[config.mk]
export PLATFORM = sky130hd
export DESIGN_NAME = victim_buffer_assoc
export DESIGN_NICKNAME = d
export VERILOG_FILES = /design/src/rtl/victim_buffer_assoc.sv
export SDC_FILE = /design/constraint.sdc
export NUM_CORES = 2
export LEC_CHECK = 0
export CAP_MARGIN = 20
export CORE_MARGIN = 8
export CORE_UTILIZATION = 55
export CTS_BUF_LIST = sky130_fd_sc_hd__clkbuf_16
export DETAILED_ROUTE_END_ITERATION = 6
export PLACE_DENSITY = 0.81
export SLEW_MARGIN = 10
export SYNTH_ARGS = -nofsm -noshare
export SYNTH_HDL_FRONTEND = slang
export SYNTH_SLANG_ARGS = --single-unit
export TNS_END_PERCENT = 5
[constraint.sdc]
create_clock -name clk -period 22.5 [get_ports clk]
set_input_delay 6.75 -clock clk [delete_from_list [all_inputs] [get_ports clk]]
set_output_delay 6.75 -clock clk [all_outputs]
set_load 0.02 [all_outputs]
[src/rtl/victim_buffer_assoc.sv]
// Fully-associative victim buffer between the dcache datapath and memory.
// Holds displaced lines for re-lookup and writes dirty ones back on replace or flush.
module victim_buffer_assoc #(
    parameter int ENTRIES        = 4,
    parameter int LINE_WIDTH     = 128,
    parameter int LINE_ADDR_BITS = 28
) (
    input  logic                         clk,
    input  logic                         rst,
    input  logic                         lookup_req_i,
    input  logic [LINE_ADDR_BITS-1:0]    lookup_addr_i,
    output logic                         lookup_hit_o,
    output logic [LINE_WIDTH-1:0]        lookup_data_o,
    output logic                         lookup_dirty_o,
    input  logic                         insert_req_i,
    input  logic [LINE_ADDR_BITS-1:0]    insert_addr_i,
    input  logic [LINE_WIDTH-1:0]        insert_data_i,
    input  logic                         insert_dirty_i,
    output logic                         insert_ready_o,
    output logic                         wb_valid_o,
    input  logic                         wb_ready_i,
    output logic [LINE_ADDR_BITS-1:0]    wb_addr_o,
    output logic [LINE_WIDTH-1:0]        wb_data_o,
    input  logic                         flush_i,
    output logic                         flush_done_o,
    output logic [$clog2(ENTRIES+1)-1:0] occupancy_o
);
    localparam int IDX_W = $clog2(ENTRIES);
    localparam int OCC_W = $clog2(ENTRIES+1);

    typedef enum logic [1:0] {S_IDLE, S_WB, S_FLUSH} state_e;

    state_e                                  state_q, state_d;
    logic [ENTRIES-1:0]                      valid_q, valid_d, dirty_q, dirty_d;
    logic [ENTRIES-1:0][LINE_ADDR_BITS-1:0]  tag_q, tag_d;
    logic [ENTRIES-1:0][LINE_WIDTH-1:0]      data_q, data_d;
    logic [IDX_W-1:0]                        rr_q, rr_d, scan_q, scan_d;
    logic [LINE_ADDR_BITS-1:0]               wb_addr_q, wb_addr_d;
    logic [LINE_WIDTH-1:0]                   wb_data_q, wb_data_d;
    logic                                    hit_q, hit_d, hit_dirty_q, hit_dirty_d;
    logic                                    done_q, done_d;
    logic [LINE_WIDTH-1:0]                   hit_data_q, hit_data_d;
    logic [OCC_W-1:0]                        occ_q, occ_d;

    logic [ENTRIES-1:0] lk_hit, ins_match, free_vec;
    logic [IDX_W-1:0]   free_idx;
    logic               flush_wb;

    always_comb begin
        for (int i = 0; i < ENTRIES; i++) begin
            lk_hit[i]    = lookup_req_i && (state_q != S_FLUSH) && valid_q[i] && (tag_q[i] == lookup_addr_i);
            ins_match[i] = valid_q[i] && (tag_q[i] == insert_addr_i);
        end
    end

    // An entry hit this cycle is leaving for the dcache, so it is reusable now.
    assign free_vec = ~valid_q | lk_hit;

    always_comb begin
        free_idx = '0;
        for (int i = ENTRIES-1; i >= 0; i--)
            if (free_vec[i]) free_idx = IDX_W'(i);
    end

    assign flush_wb = (state_q == S_FLUSH) && valid_q[scan_q] && dirty_q[scan_q];

    always_comb begin
        state_d     = state_q;
        valid_d     = valid_q & ~lk_hit;
        dirty_d     = dirty_q;
        tag_d       = tag_q;
        data_d      = data_q;
        rr_d        = rr_q;
        scan_d      = scan_q;
        wb_addr_d   = wb_addr_q;
        wb_data_d   = wb_data_q;
        done_d      = 1'b0;
        hit_d       = |lk_hit;
        hit_data_d  = '0;
        hit_dirty_d = 1'b0;
        for (int i = 0; i < ENTRIES; i++) begin
            if (lk_hit[i]) begin
                hit_data_d  = hit_data_d | data_q[i];
                hit_dirty_d = hit_dirty_d | dirty_q[i];
            end
        end

        case (state_q)
            S_IDLE: begin
                if (flush_i) begin
                    state_d = S_FLUSH;
                    scan_d  = '0;
                end else if (insert_req_i) begin
                    if (|ins_match) begin
                        for (int i = 0; i < ENTRIES; i++) begin
                            if (ins_match[i]) begin
                                valid_d[i] = 1'b1;
                                dirty_d[i] = dirty_q[i] | insert_dirty_i;
                                data_d[i]  = insert_data_i;
                            end
                        end
                    end else if (|free_vec) begin
                        valid_d[free_idx] = 1'b1;
                        dirty_d[free_idx] = insert_dirty_i;
                        tag_d[free_idx]   = insert_addr_i;
                        data_d[free_idx]  = insert_data_i;
                    end else begin
                        if (dirty_q[rr_q]) begin
                            wb_addr_d = tag_q[rr_q];
                            wb_data_d = data_q[rr_q];
                            state_d   = S_WB;
                        end
                        valid_d[rr_q] = 1'b1;
                        dirty_d[rr_q] = insert_dirty_i;
                        tag_d[rr_q]   = insert_addr_i;
                        data_d[rr_q]  = insert_data_i;
                        rr_d          = rr_q + IDX_W'(1);
                    end
                end
            end
            S_WB: begin
                if (wb_ready_i) state_d = S_IDLE;
            end
            S_FLUSH: begin
                if (!flush_wb || wb_ready_i) begin
                    dirty_d[scan_q] = 1'b0;
                    if (scan_q == IDX_W'(ENTRIES-1)) begin
                        valid_d = '0;
                        dirty_d = '0;
                        rr_d    = '0;
                        done_d  = 1'b1;
                        state_d = S_IDLE;
                    end else begin
                        scan_d = scan_q + IDX_W'(1);
                    end
                end
            end
            default: state_d = S_IDLE;
        endcase

        occ_d = '0;
        for (int i = 0; i < ENTRIES; i++)
            occ_d = occ_d + OCC_W'(valid_d[i]);
    end

    always_ff @(posedge clk) begin
        if (rst) begin
            state_q     <= S_IDLE;
            valid_q     <= '0;
            dirty_q     <= '0;
            rr_q        <= '0;
            scan_q      <= '0;
            wb_addr_q   <= '0;
            wb_data_q   <= '0;
            hit_q       <= 1'b0;
            hit_data_q  <= '0;
            hit_dirty_q <= 1'b0;
            done_q      <= 1'b0;
            occ_q       <= '0;
        end else begin
            state_q     <= state_d;
            valid_q     <= valid_d;
            dirty_q     <= dirty_d;
            rr_q        <= rr_d;
            scan_q      <= scan_d;
            wb_addr_q   <= wb_addr_d;
            wb_data_q   <= wb_data_d;
            hit_q       <= hit_d;
            hit_data_q  <= hit_data_d;
            hit_dirty_q <= hit_dirty_d;
            done_q      <= done_d;
            occ_q       <= occ_d;
        end
    end

    // Tag/data storage is qualified by valid bits and needs no reset.
    always_ff @(posedge clk) begin
        tag_q  <= tag_d;
        data_q <= data_d;
    end

    assign lookup_hit_o   = hit_q;
    assign lookup_data_o  = hit_data_q;
    assign lookup_dirty_o = hit_dirty_q;
    assign insert_ready_o = (state_q == S_IDLE) && !flush_i;
    assign wb_valid_o     = (state_q == S_WB) || flush_wb;
    assign wb_addr_o      = (state_q == S_WB) ? wb_addr_q : (flush_wb ? tag_q[scan_q] : '0);
    assign wb_data_o      = (state_q == S_WB) ? wb_data_q : (flush_wb ? data_q[scan_q] : '0);
    assign flush_done_o   = done_q;
    assign occupancy_o    = occ_q;

endmodule

**Signal wires by layer**

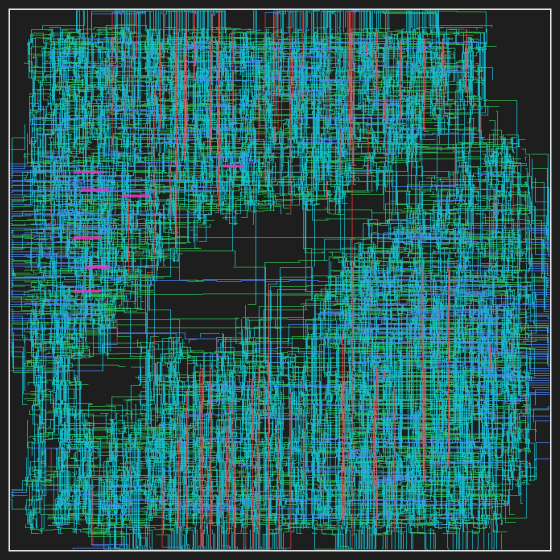
- green: metal 1 (wire length 54.4 mm)
- cyan: metal 2 (wire length 75.0 mm)
- blue: metal 3 (wire length 14300 um)
- red: metal 4 (wire length 7810 um)
- magenta: metal 5 (wire length 92.9 um)

**Placement by cell class**

Scale bar: 100 um. Fill, decap, tap and diode cells in gray.
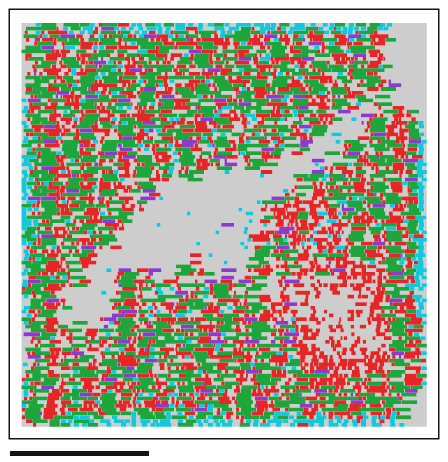
- cyan: other buffers and delay cells (cells 530; share of their area 9.7%)
- green: flops (cells 928; share of their area 46%)
- red: combinational and other logic (cells 2295; share of their area 39%)
- purple: clock drivers and dummy loads (cells 182; share of their area 6.0%)

==> job_summary.md <==
## PnR job results

| Metric | Value |
|---|---|
| Status | finished clean |
| Mux frac, synth | 18.4% |
| Initial antenna violation count | 26 |
| Crit. path cell count | 3 |
| Distinct cells, synth | 58 |
| Clock network power | 1.63 mW |
| Critical Path Sink Type | output pin |
| Post-synth EDFFs | 624 |
| Slew HR | 21.6% |
| Top cell by count, worst path | clkdlybuf4s50_1 |
| Clk network pwr share | 43.8% |
| Total CTS buffers | 97 |
| Seq area share | 44.6% |
| Yosys chip area | 0.0471 mm^2 |
| Vias in the first global route | 33600 |
| Final Cycle Share | 66.2% |
| Worst-Margin Slew | 1.18 ns |
| Adder-Cell Fraction of Synth Area | 0.308% |
| Combinational share of cell area | 37.4% |
| Share of cells above drive strength 1 | 13.7% |
| Full die area | 0.0952 mm^2 |
| Critical path origin | flush_i |
| Top cells by area | edfxtp_1 40%, mux4_2 15%, dfxtp_1 13% |
| Global Route Usage Sum | 30.9% |
| Max-cap violations | 0 |
| IO Pins | 483 |
| GR Util met3 | 5.60% |
| R2R Setup Slk | 17.37 ns |
| Sequential cell area | 0.0248 mm^2 |
| Die Ht | 309 um |
| Top logic family | multiplexers |
| Number of ordinary inverters in the final layout | 13 |
| # Taps | 1144 |
| Clock latency on the worst-skew pair | 0.69 ns |
| Final Max Tran Viols | 0 |
| Launching point of the worst reg2reg path | state_q[0]$_SDFFE_PP0P_ |
| P&R area growth vs syn | 18.4% |
| # resized after CTS | 0 |
| Bufs w/o clock | 530 |
| Setup Buffers After CTS | 0 |
| Synth Area in XOR/XNOR | 4.17% |
| Tool warning count | 44 |
| Inserted Diodes | 23 |
| And+or+nand+nor area frac | 12.0% |
| RSZ-0062 raised after global routing | no |
| Seq pwr share | 49.7% |
| Syn Inst Count | 3571 |
| GR peak layer | met2 |
| Hold Path End | wb_data_q[71]$_SDFFE_PP0P_ |
| Hold_buf cts | 0 |
| Critical path arrival | 8.14 ns |
| Routed vias/inst | 6.50 |
| Flip-flop count of the largest register after layout | 512 |
| Most frequent cells in the layout | 624 x edfxtp_1, 481 x clkdlybuf4s50_1, 418 x nor2b_1 |
| Row count | 107 |
| Worst Reg-to-Reg Cells | 9 |
| Flop count | 928 |
| Post-Syn Nets | 3773 |
**Routed metal per tile**

The die is cut into 31 by 31 equal tiles; black is low, pale yellow is high, scaled to the fullest tile. Values are wire area over tile area, all layers added.
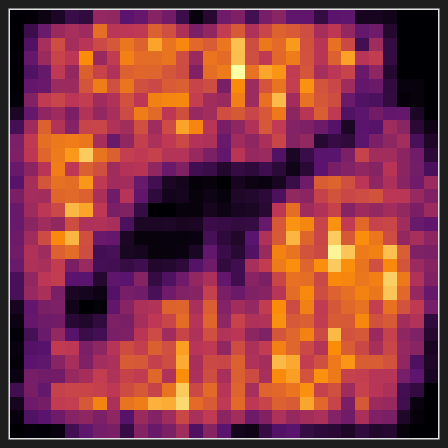
- tiles over half the peak: 38%
- mean over tiles: 0.27
- nearly empty tiles: 5.0%
- emptiest ninth of the die: center
- fullest tile: 0.66

**The metal 1 layer**

Supply wires on this layer in gray.
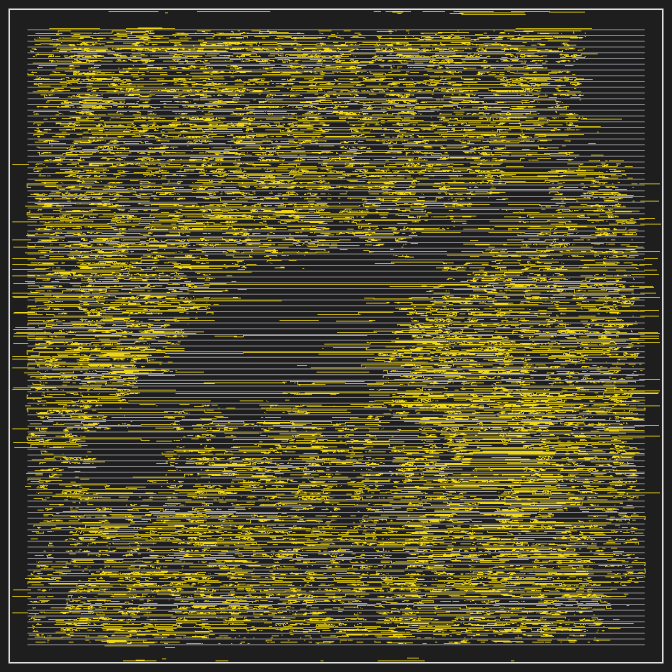
- share of all routed wire: 36%
- nets with wire on the layer: 3817
- main direction: horizontal
- longest straight run: 126 um
- wire length on this layer: 54.4 mm

[through the flow]
step           utilization, %  std cells  worst slack [ns]  power, mW  area, um^2
2_1_floorplan               -       3571              4.67       2.03       47100
3_3_place_gp             61.7       4896              7.71       2.12       52400
3_5_place_dp             61.7       4896              7.67       2.12       52400
4_1_cts                  65.5       5078              7.67       3.73       55700
5_1_grt                  65.6       5095              7.63       3.81       55700
6_report                 65.6       5102              7.61       3.72       55800
[layer usage]
layer | routed length [um] | part of all wire (%) | up-vias
li1 | - | - | 14100
met1 | 54400 | 36 | 16700
met2 | 75000 | 49 | 1977
met3 | 14300 | 9.4 | 371
met4 | 7810 | 5.2 | 14
met5 | 92 | 0.061 | -
Power and IR drop assume default switching activity.
